Zoomed window:
Window x 39 to 79, y 95 to 135 um. Cells in gray, sequential cells in the stronger gray; small squares are vias.
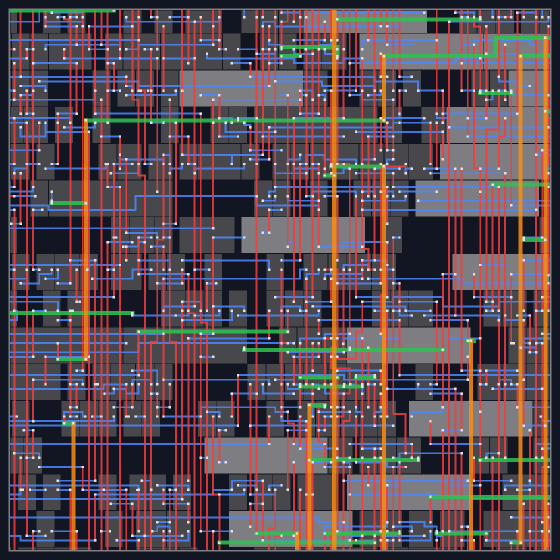
I/O nets highlighted:
Drawn at 3 px/um.
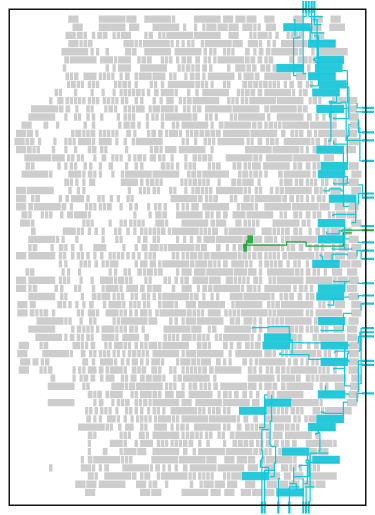
The metal 2 layer:
Drawn at 1.5 px/um. Cells faint in the background.
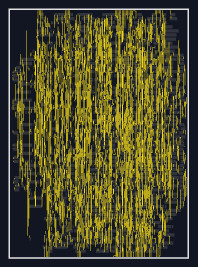
==> config.mk <==
export PLATFORM = sky130hd
export DESIGN_NAME = seq_divider
export DESIGN_NICKNAME = d
export VERILOG_FILES = /design/src/rtl/seq_divider.sv
export SDC_FILE = /design/constraint.sdc
export NUM_CORES = 1
export LEC_CHECK = 0
export ABC_AREA = 1
export CORE_ASPECT_RATIO = 1.4
export CORE_UTILIZATION = 55
export CTS_CLUSTER_DIAMETER = 30
export DETAILED_ROUTE_END_ITERATION = 12
export GPL_ROUTABILITY_DRIVEN = 1
export GPL_TIMING_DRIVEN = 0
export PLACE_DENSITY = 0.88
export SETUP_SLACK_MARGIN = 0.1
export SYNTH_ARGS = -nofsm -noshare
export SYNTH_HDL_FRONTEND = slang
export SYNTH_SLANG_ARGS = --single-unit
==> constraint.sdc <==
create_clock -name CLK -period 3 [get_ports CLK]
set_input_delay 0.45 -clock CLK [delete_from_list [all_inputs] [get_ports CLK]]
set_output_delay 0.45 -clock CLK [all_outputs]
set_load 0.03 [all_outputs]
==> results.txt <==
flow finished, numbers: largest net degree at the start of global routing=99, Max Cap Viol=0, Slowest-stage cell, CP=fa_2, Hold Vio Cnt, Final=0, area leader, netlist=dfrtp_1, CTS buffer count=17, dominant synthesized flop cell=dfrtp_1, Std-Cell Rows=59, ys async rst share=100%, status=completed, DP Cell Count=approximately 1900, Signal buffers=192, layout cell share with drive strength beyond 1=4.53%, Syn Nets=1639, synthesized instance count=1534, clock slew at reported path FFs=0.08 ns, Final Util=68.4%, fin crit share=89.4%, clk latency late pin=between 0.4 and 0.5 ns, DRC Markers=0, Slew Limit Fails=0, post-layout minimum cycle time=2.68 ns, total track usage=32.1%, Area Overhead vs Synth=22.0%
-- 'zoomed window' (at the start) --
metal 3: marked green. metal 1: marked blue. metal 2: marked red. metal 4: marked orange.
182 logic cells have their middle in the window. Most frequent: nand2_1 (90), nand3_1 (28), inv_1 (17). Sequential cells in the window: 14.

-- 'I/O nets highlighted' (at the start) --
`QUOTIENT`: marked cyan, bits 32, direction output, edge 20 right, 7 bottom, 5 top, end cells 32, buffers 32, wire 831 um. `START`: marked green, bits 1, direction input, edge right, end cells 2, buffers 1, wire 53.7 um.
input/output buffers: 133
num ports: 134

-- 'the metal 2 layer' (at the start) --
The wires run mostly vertical. The layer holds 51% of the routed length.
M2 GR Usage: 58.1%
final wirelength: 30200 um
via count: 10400

## cells by family after synthesis
family | after synthesis | synth area share, %
flip-flops | 170 | 40.8
buffers and inverters | 271 | 10.3
XOR/XNOR | 16 | 1.34
adder cells (fa/ha/maj) | 38 | 4.63
AND-OR/OR-AND | 200 | 10.1
AND/OR/NAND/NOR | 839 | 32.8
## worst max-delay path, delay by kind of cell, from the launching register on
family | cells | cell delay [ns]
and+or+nand+nor | 13 | 1.13
adders and majority gates | 2 | 0.64
buffers and inverters | 4 | 0.46
DFF | 1 | 0.36
## layer usage
layer	up-vias	part of all wire (%)	track usage (%)
li1	5094	-	-
met1	4800	39	37.0
met2	417	51	58.1
met3	97	5.0	4.07
met4	0	4.9	17.4
met5	-	0	0
